Run 1, signal wires on met2:
(4 px per um) Cells faint in the background.
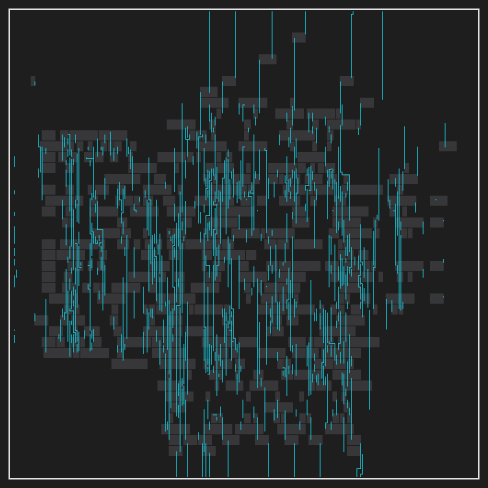
Run 1, clock network drawn from the DEF:
(4 px per um)
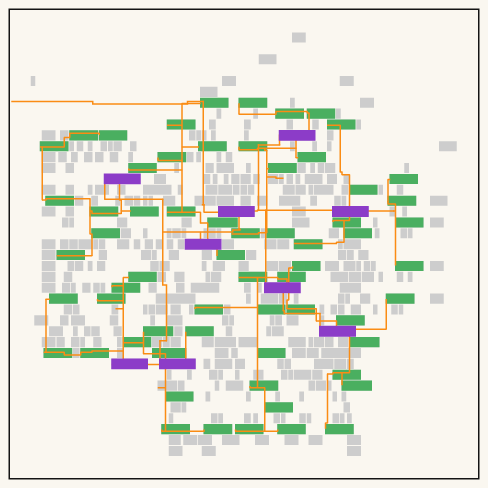
Run 1, I/O nets highlighted:
(3 px per um)
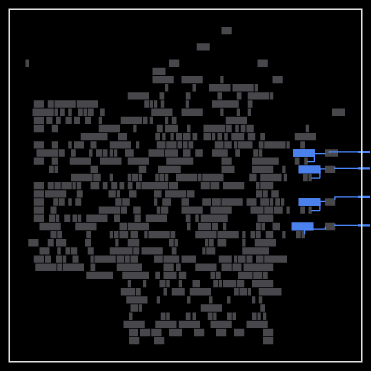
==> config.mk <==
export PLATFORM = sky130hd
export DESIGN_NAME = score_bcd
export DESIGN_NICKNAME = d
export VERILOG_FILES = /design/src/rtl/score_bcd.sv
export SDC_FILE = /design/constraint.sdc
export NUM_CORES = 1
export LEC_CHECK = 0
export CAP_MARGIN = 20
export CORE_MARGIN = 5
export CORE_UTILIZATION = 25
export DETAILED_ROUTE_END_ITERATION = 8
export PLACE_DENSITY = 0.5
export SLEW_MARGIN = 10
export SYNTH_ARGS = -nofsm -noshare
export SYNTH_HDL_FRONTEND = slang
export SYNTH_SLANG_ARGS = --single-unit
==> constraint.sdc <==
create_clock -name clk -period 1.5 [get_ports clk]
set_input_delay 0.3 -clock clk [delete_from_list [all_inputs] [get_ports clk]]
set_output_delay 0.3 -clock clk [all_outputs]
set_load 0.005 [all_outputs]
==> impl_metrics.json, run 1 <==
{
  "status": "completed",
  "swShare": 0.228,
  "drt_iter0_markers": 63,
  "numCtsBuffers": 9,
  "core_sq_um": 11300,
  "cp-start-kind": "flip-flop",
  "grt_pass1_vias": 2525,
  "synth.area.top_cells": "dfxtp_1 44%, a21oi_1 6.8%, nand2_1 6.0%, ha_1 4.8%, nor2_1 4.5%",
  "clkTransAtPathRegs_ps": 50,
  "endpoint_kind": "output pin",
  "die_w_um": 117,
  "ys_seq_frac": 0.440,
  "synthAoiAreaFrac": 0.206,
  "setup-violations-final": 0,
  "edf_count": 0,
  "async_flop_share": 0,
  "top_area_frac": 0.440,
  "gr-total-overflow": 0,
  "p_int_uw": 3070,
  "synthMostInstantiatedCell": "dfxtp_1",
  "nNetsFinal": 427,
  "ir_drop_mv": 0.529,
  "die_h_um": 117,
  "topCombFamilyByArea": "simple AND/OR/NAND/NOR gates",
  "worst-setup-path-type": "reg2out",
  "grt_usage": 0.106,
  "required_ps": 1200,
  "rows": 39,
  "h-tree-depth": 3,
  "drt-wirelength-per-cell_um": 12.4,
  "common_cells": "63 x dfxtp_1, 46 x nand2_1, 39 x a21oi_1, 34 x nor2_1",
  "fin_crit_ps": 1450,
  "avgViaCountPerCell": 4.67,
  "fp_util": 0.253,
  "synth_flops": 63,
  "synth_top_cell_by_area": "dfxtp_1",
  "r2r_slack_ps": 60,
  "dp_hpwl_um": 4750,
  "ant_nets": 0
}
-- 'signal wires on met2' (at the start) --
The wires run mostly vertical. The layer carries 3250 um of wire.
total wire length: 6760 um
met2 Track Usage GR: 0.175
Vias: 2539

-- 'clock network drawn from the DEF' (at the start) --
flip-flops: marked green, count 63. clock wires: marked orange, length 913 um. cells driving clock nets: marked purple, count 9.
There are 10 routed clock nets.
Insertion Delay late pin: 320 ps
clock-net power: 1830 uW

-- 'I/O nets highlighted' (at the start) --
dig2: marked blue, bits 4, direction output, edge right, end cells 4, wire 68.7 um.
I/O Buffers: 40
I/O pin count: 42

==> run 1: layout by cell type, fill, tap and decap left out, types with 6 or more instances in the layout <==
cell type / n
nor2b_1: 16
a21oi_1: 37
nand2_1: 46
o21ai_0: 10
nor3_1: 16
a211oi_1: 8
clkdlybuf4s50_1: 32
ha_1: 11
dfxtp_1: 58
buf_4: 20
o22ai_1: 15
inv_1: 11
clkbuf_16: 9
nor2_1: 33
nand3_1: 6
==> run 1: cell type report <==
class / instances / area (sq um)
fill: 1232 / 7450
clock buffer: 14 / 254
inverter: 13 / 48.8
clock inverter: 1 / 5.00
multi-input combinational: 247 / 1490
sequential: 63 / 1270
timing repair buffer: 63 / 619
tap: 143 / 179
==> run 1: per-layer routing <==
layer | wire, um | share of wire | GRT usage
met5 | 0 | 0 | 0
met4 | 97 | 0.014 | 0.0398
met3 | 339 | 0.050 | 0.0406
met2 | 3250 | 0.48 | 0.175
met1 | 3070 | 0.45 | 0.125
==> run 1: logic make-up after synthesis <==
group           count (synthesis)
flops                          63
xor+xnor                        3
simple gates                  133
compound gates                 94
buf+inv                        39
fa+ha+maj                      11
mux                             5
other cells                     1
==> run 1: timing repair <==
action,4_1_cts,5_1_grt
hold buffers,0,0
setup endpoints to repair,3,15
pin swaps,1,7
resized,8,23
==> run 1: power by group through the flow <==
| stage | clock network [uW] | registers [uW] | logic, uW |
|---|---|---|---|
| after floorplan | 0 | 1790 | 235 |
| after global routing | 1960 | 1770 | 443 |
| after global placement | 0 | 1790 | 375 |
| after detailed placement | 0 | 1790 | 379 |
| final | 1830 | 1760 | 394 |
| after CTS | 1910 | 1760 | 379 |
==> run 1: worst reg2reg max path, cell delays in order, from the launching register on <==
cell and delay (ps):
dfxtp_1 340, inv_1 80, ha_1 170, nand2b_1 200
a2111oi_2 370, a41oi_1 70, a21oi_1 140
==> run 1: through the flow <==
| stage | area (sq um) | worst slack [ps] | power, uW | TNS (ps) |
|---|---|---|---|---|
| after global placement | 3520 | -62.0 | 2170 | -813 |
| after global routing | 3870 | -86.5 | 4170 | -92.3 |
| after floorplan | 2860 | 152 | 2020 | 0 |
| after CTS | 3790 | 12.0 | 4040 | 0 |
| after detailed placement | 3520 | -68.3 | 2170 | -631 |
| final | 3870 | 49.6 | 3980 | 0 |
Run 1, the clock network:
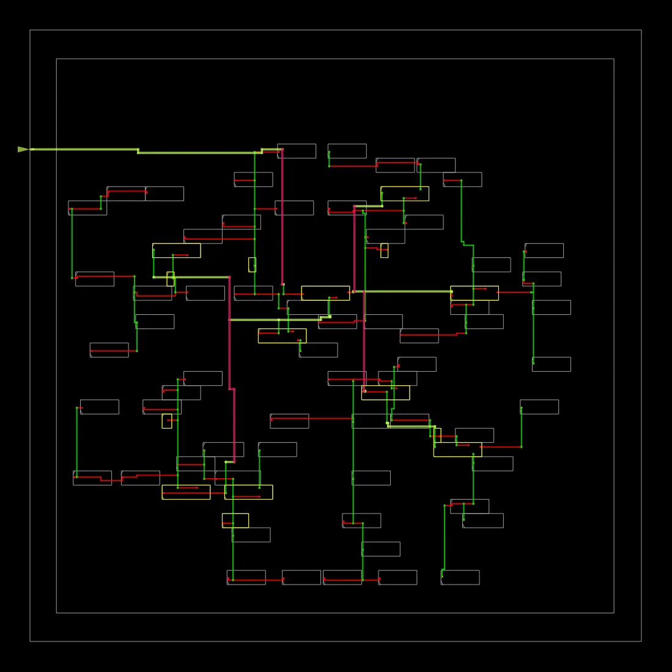

--- run 2 (diff from run 1) ---
Settings changed: ABC_AREA set to 1.
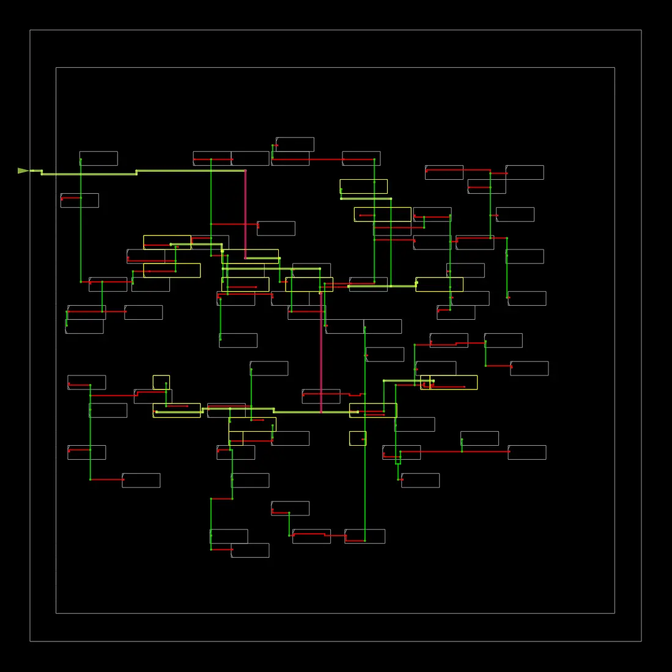
Run 2: the clock network
seq_cells: 63
clock sink count: 63
Insertion Delay late pin: 330 ps
CTS Buf Count: 9

==> run 2 against run 1 <==
  * Worst hold slack improved by 17 ps
  * Combinational power barely moved
  * Maximum frequency fell by 0.85%
  * Via count rose by 1.9%
==> impl_metrics.json, run 2 <==
{
  "worst-setup-path-type": "reg2out",
  "async_flop_share": 0,
  "grt_pass1_vias": 2482,
  "edf_count": 0,
  "regArea_sq_um": 1260,
  "endpoint_kind": "output pin",
  "die_h_um": 119,
  "common_cells": "107 x nand2_1, 63 x dfxtp_1, 42 x a21oi_1, 41 x nand3_1, 40 x nor2_1",
  "io_pins": 42,
  "logic_area_sq_um": 1410,
  "fp_util": 0.257,
  "status": "completed",
  "nNetsFinal": 485,
  "required_ps": 1200,
  "setup-violations-final": 0,
  "synth_top_cell_by_area": "dfxtp_1",
  "dp_slack_ps": -109,
  "num_vias": 2588,
  "ys_seq_frac": 0.426,
  "p_int_uw": 3510,
  "clkTransAtPathRegs_ps": 60,
  "swShare": 0.230,
  "ir_drop_mv": 0.687
}
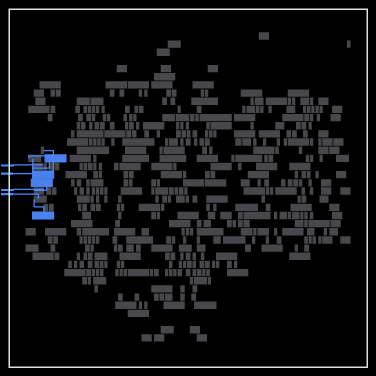
Run 2: I/O nets highlighted
(3 px per um)
dig2: marked blue, bits 4, direction output, edge left, end cells 4, wire 95.7 um.

## run 2: cell types whose count changed in the layout (fill, tap and decap cells not counted), moves of 7 or more
| cell | delta |
|---|---|
| o22ai_1 | -15 |
| a211oi_1 | -8 |
| nor2_1 | +7 |
| nor3_1 | -14 |
| nand3_1 | +35 |
| o21ai_0 | +16 |
| nand2_1 | +61 |
| inv_1 | +28 |
| nor2b_1 | -16 |
| buf_4 | -12 |
## run 2: repair_timing
item	4_1_cts	5_1_grt
gates resized	5	9
pin swaps	0	0
endpoints found under the setup margin	3	10
## run 2: power groups by stage
stage	combinational, uW	clock, uW	sequential, uW
CTS	398	2460	1760
global route	446	2520	1770
detailed placement	396	0	1800
finish	393	2400	1770
floorplan	287	0	1790
global placement	396	0	1800
## run 2: routing by layer
layer | routed length, um | vias to the layer above | GRT usage
li1 | - | 1402 | -
met1 | 3580 | 1136 | 0.136
met3 | 365 | 4 | 0.0403
met5 | 0 | - | 0
met2 | 2910 | 46 | 0.151
met4 | 40 | 0 | 0.0217
## run 2: per-stage QoR
stage	cells	instance area [sq um]	TNS [ps]	total power [uW]	hold WS [ps]
finish	603	3890	0	4560	467
global route	603	3890	0	4740	507
CTS	603	3870	0	4620	466
detailed placement	587	3530	-2280	2200	460
global placement	587	3530	-2350	2200	455
floorplan	412	2960	0	2080	410
## run 2: cell families (layout without fill, tap and decap cells)
family,after synthesis,count (layout),share of synthesized area
compound gates,76,76,0.137
other cells,1,1,0.00127
xor+xnor,1,1,0.00296
fa+ha+maj,11,11,0.0465
buf+inv,63,111,0.0976
flops,63,63,0.426
simple gates,197,197,0.288
## run 2: worst min-delay path, delay by kind of cell (launching register included)
kind / cells / cell delay (ps)
and+or+nand+nor: 2 / 110
DFF: 1 / 310
## run 2: area by class of cell
type	count	share of cell area
repair buffers	50	0.132
clock inverters	7	0.0309
clock buffers	9	0.0579
well taps	143	0.0460
flip-flops and latches	63	0.325
inverters	45	0.0454
multi-input cells	286	0.362
No activity file was given, so power comes from the tool's default toggle rates.
